Placed standard cells:
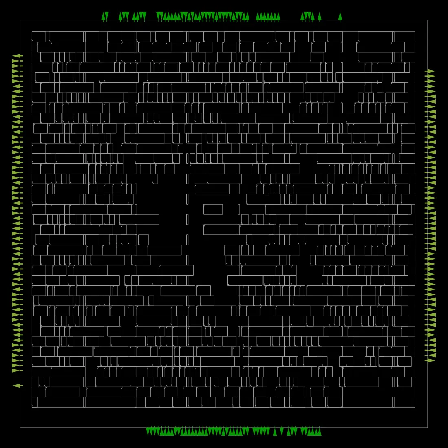
I/O nets highlighted:
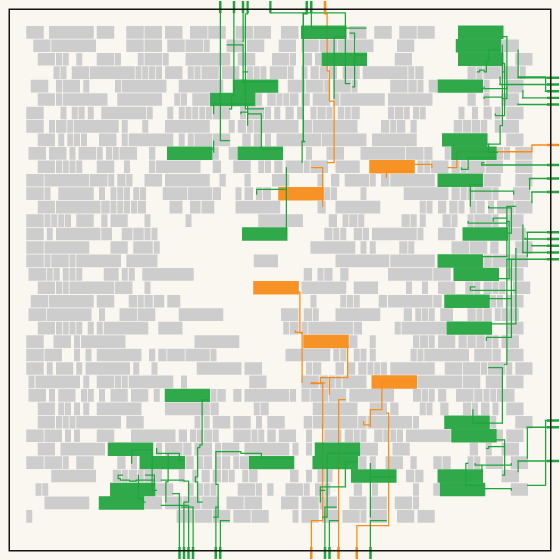
[src/rtl/mem_wb_stage.sv]
// Memory / write-back pipeline stage: retires ALU results and sequences LOAD/STORE accesses.
// Optional memory-wait abort enabled by defining MEM_TIMEOUT_EN (limit set by TIMEOUT_CYCLES).
module mem_wb_stage #(
  parameter int unsigned TIMEOUT_CYCLES = 16
) (
  input  logic        clock,
  input  logic        reset,
  input  logic        in_valid,
  output logic        in_ready,
  input  logic [5:0]  in_opc,
  input  logic [4:0]  in_rd,
  input  logic [31:0] in_alu,
  input  logic [31:0] in_sdata,
  output logic        dmem_req,
  output logic        dmem_we,
  output logic [31:0] dmem_addr,
  output logic [31:0] dmem_wdata,
  input  logic        dmem_ack,
  input  logic [31:0] dmem_rdata,
  output logic        wb_en,
  output logic [4:0]  wb_addr,
  output logic [31:0] wb_data,
  output logic        mem_err
);

  localparam logic [5:0] OPC_ADD   = 6'd1;
  localparam logic [5:0] OPC_SUB   = 6'd2;
  localparam logic [5:0] OPC_STORE = 6'd3;
  localparam logic [5:0] OPC_LOAD  = 6'd4;
  localparam logic [5:0] OPC_MOVE  = 6'd5;
  localparam logic [5:0] OPC_SUBI  = 6'd20;
  localparam logic [5:0] OPC_ADDF  = 6'd23;
  localparam logic [5:0] OPC_MULF  = 6'd24;

  typedef enum logic {IDLE, MEM} state_t;

  state_t     state;
  logic [4:0] mem_rd;
  logic       accept_c;
  logic       is_alu_c;
  logic       is_mem_c;
  logic       timeout_c;

  assign in_ready = (state == IDLE);
  assign accept_c = in_valid && in_ready;
  assign is_mem_c = (in_opc == OPC_LOAD) || (in_opc == OPC_STORE);
  assign is_alu_c = (in_opc == OPC_ADD) || (in_opc == OPC_SUB) ||
                    ((in_opc >= OPC_MOVE) && (in_opc <= OPC_SUBI)) ||
                    (in_opc == OPC_ADDF) || (in_opc == OPC_MULF);

`ifdef MEM_TIMEOUT_EN
  localparam int unsigned CNT_W = $clog2(TIMEOUT_CYCLES + 1);

  logic [CNT_W-1:0] tmo_cnt;

  // Abort fires on the wait cycle that would bring the count to TIMEOUT_CYCLES; an ack wins.
  assign timeout_c = (state == MEM) && !dmem_ack &&
                     (tmo_cnt == CNT_W'(TIMEOUT_CYCLES - 1));

  always_ff @(posedge clock or posedge reset) begin
    if (reset) begin
      tmo_cnt <= '0;
      mem_err <= 1'b0;
    end else begin
      mem_err <= timeout_c;
      if (accept_c && is_mem_c) begin
        tmo_cnt <= '0;
      end else if ((state == MEM) && !dmem_ack) begin
        tmo_cnt <= tmo_cnt + CNT_W'(1);
      end
    end
  end
`else
  logic [31:0] timeout_unused;

  assign timeout_unused = 32'(TIMEOUT_CYCLES);
  assign timeout_c      = 1'b0;
  assign mem_err        = 1'b0;
`endif

  // Stage control: writeback strobe defaults low every cycle; memory fields hold while waiting.
  always_ff @(posedge clock or posedge reset) begin
    if (reset) begin
      state      <= IDLE;
      mem_rd     <= 5'd0;
      dmem_req   <= 1'b0;
      dmem_we    <= 1'b0;
      dmem_addr  <= 32'd0;
      dmem_wdata <= 32'd0;
      wb_en      <= 1'b0;
      wb_addr    <= 5'd0;
      wb_data    <= 32'd0;
    end else begin
      wb_en <= 1'b0;
      unique case (state)
        IDLE: begin
          if (accept_c && is_mem_c) begin
            state      <= MEM;
            mem_rd     <= in_rd;
            dmem_req   <= 1'b1;
            dmem_we    <= (in_opc == OPC_STORE);
            dmem_addr  <= in_alu;
            dmem_wdata <= in_sdata;
          end else if (accept_c && is_alu_c && (in_rd != 5'd0)) begin
            wb_en   <= 1'b1;
            wb_addr <= in_rd;
            wb_data <= in_alu;
          end
        end
        MEM: begin
          if (dmem_ack) begin
            state    <= IDLE;
            dmem_req <= 1'b0;
            if (!dmem_we && (mem_rd != 5'd0)) begin
              wb_en   <= 1'b1;
              wb_addr <= mem_rd;
              wb_data <= dmem_rdata;
            end
          end else if (timeout_c) begin
            state    <= IDLE;
            dmem_req <= 1'b0;
          end
        end
        default: state <= IDLE;
      endcase
    end
  end

endmodule

[config.mk]
export PLATFORM = sky130hd
export DESIGN_NAME = mem_wb_stage
export DESIGN_NICKNAME = d
export VERILOG_FILES = /design/src/rtl/mem_wb_stage.sv
export SDC_FILE = /design/constraint.sdc
export NUM_CORES = 1
export LEC_CHECK = 0
export ABC_AREA = 1
export CAP_MARGIN = 20
export CORE_MARGIN = 3
export CORE_UTILIZATION = 45
export DETAILED_ROUTE_END_ITERATION = 7
export PLACE_DENSITY = 0.86
export SLEW_MARGIN = 20
export SYNTH_ARGS = -nofsm -noshare
export SYNTH_HDL_FRONTEND = slang
export SYNTH_SLANG_ARGS = --single-unit
[constraint.sdc]
create_clock -name clock -period 6.8 [get_ports clock]
set_input_delay 1.36 -clock clock [delete_from_list [all_inputs] [get_ports clock]]
set_output_delay 1.36 -clock clock [all_outputs]
set_load 0.02 [all_outputs]
==> qor.csv <==
stage,metric,value,unit
status,run_status,"finished, final reports clean",
grt,overflow,0,
sta,min_period,3.32,ns
yosys,synth_cell_types,19,
clock_tree,cts_hold_repair.buffers,0,
critical_path,cp.depth,2,
routing,drc,0,
finish,finish.instance_area,7150,sq um
die,die-area,11900,sq um
critical_path,r2r_cells,9,
yosys,syn-cell-area,4800,sq um
yosys,synth-async-reset-ratio,100,%
power,p_sw,0.000645,W
finish,flop-count,110,
finish,area_delta_synth_final,49.1,%
yosys,flop_cell,dfrtp_1,
grt,busiest_layer,met2,
power,pg_seq,0.000874,W
yosys,yosysMostFrequentCell,nand2_1,
power,p_int,0.00130,W
min_path,holdCritStartpoint,dmem_wdata[21],
placement,dp.cells,906,
yosys,ys_top_cells_by_area,"dfrtp_1 (57%), nand2_1 (20%), o21ai_0 (8.0%)",
yosys,synthCells,587,
grt,use_met3,6.34,%
routing,wl_met2,6790,um
routing,post_drt_via_cell_ratio,4.90,
yosys,numSynthFlops,110,
routing,top_layer,met4,
power,totalPowerFinal,0.00195,W
power,switching_share,33.2,%
sta,finalClockPeriodUsage,48.8,%
clock_tree,root_buffer,clkbuf_8,
yosys,edf_count,0,
placement,dpl_cell_area,6940,sq um
critical_path,startpoint,state,
yosys,yosys-top-cells-count,"nand2_1 (260), dfrtp_1 (110), o21ai_0 (77), inv_1 (47), nand3_1 (40)",
finish,signal_buffers,219,
routing,first_pass_iters,5,
clock_tree,clock_latency,0.35,ns
routing,wl_met1,5530,um
yosys,top_area_share,57.4,%
yosys,yosys_warnings,0,
finish,logic_area,1670,sq um
routing,post_drt_wl_per_cell,14.9,um
routing,dr_wl_met3,1200,um
critical_path,worstSetupStartpointType,flip-flop,
die,die-width,109,um
yosys,yosys_area,4800,sq um
yosys,synth_nets,698,
power,peakVddDrop,0.000151,V
clock_tree,clk_pin_slew,0.09,ns
finish,seq_area,2760,sq um
sta,hold_violations,0,
finish,logic_gate_count,394,
sta,slew_headroom,50.9,%
grt,use_met2,38.6,%
die,initCoreUtil,46.5,%
routing,vias,4523,
critical_path,critical_path_peak_fanout,77,
yosys,ys_sh_adder,0,%
finish,final.clkbuf_count,12,
critical_path,criticalPathCategory,flip-flop to output port,
finish,nets,893,
power,pwr_density_cell,272,nW/um^2
About 'placed standard cells':
Core Area: 10300 sq um
flop share of the area: 38.5%
FILL cells: 824
final std cells w/o fill: 923

About 'I/O nets highlighted':
- wb_addr: orange (direction output; end cells 5; wire 245 um)
- dmem_addr: green (direction output; end cells 32; wire 961 um)

==> cell usage in the layout, fill, tap and decap left out, types with 2 or more instances in the layout <==
cell type | netlist | final
nand2_1 | 260 | 259
clkdlybuf4s50_1 | 0 | 215
dfrtp_1 | 110 | 109
o21ai_0 | 77 | 77
inv_1 | 47 | 46
nand3_1 | 40 | 40
clkbuf_8 | 0 | 9
nor2_1 | 8 | 8
clkbuf_1 | 8 | 3
buf_4 | 8 | 3
nand4_1 | 2 | 2
clkinv_2 | 0 | 2
==> through the flow <==
step	utilization [%]	worst slack (ns)
final	69.3	3.48
after detailed placement	67.2	2.93
after global routing	69.3	3.33
after global placement	67.2	3.12
after floorplan	-	2.54
after CTS	69.0	3.16
Power is estimated from default activity; no workload was simulated.
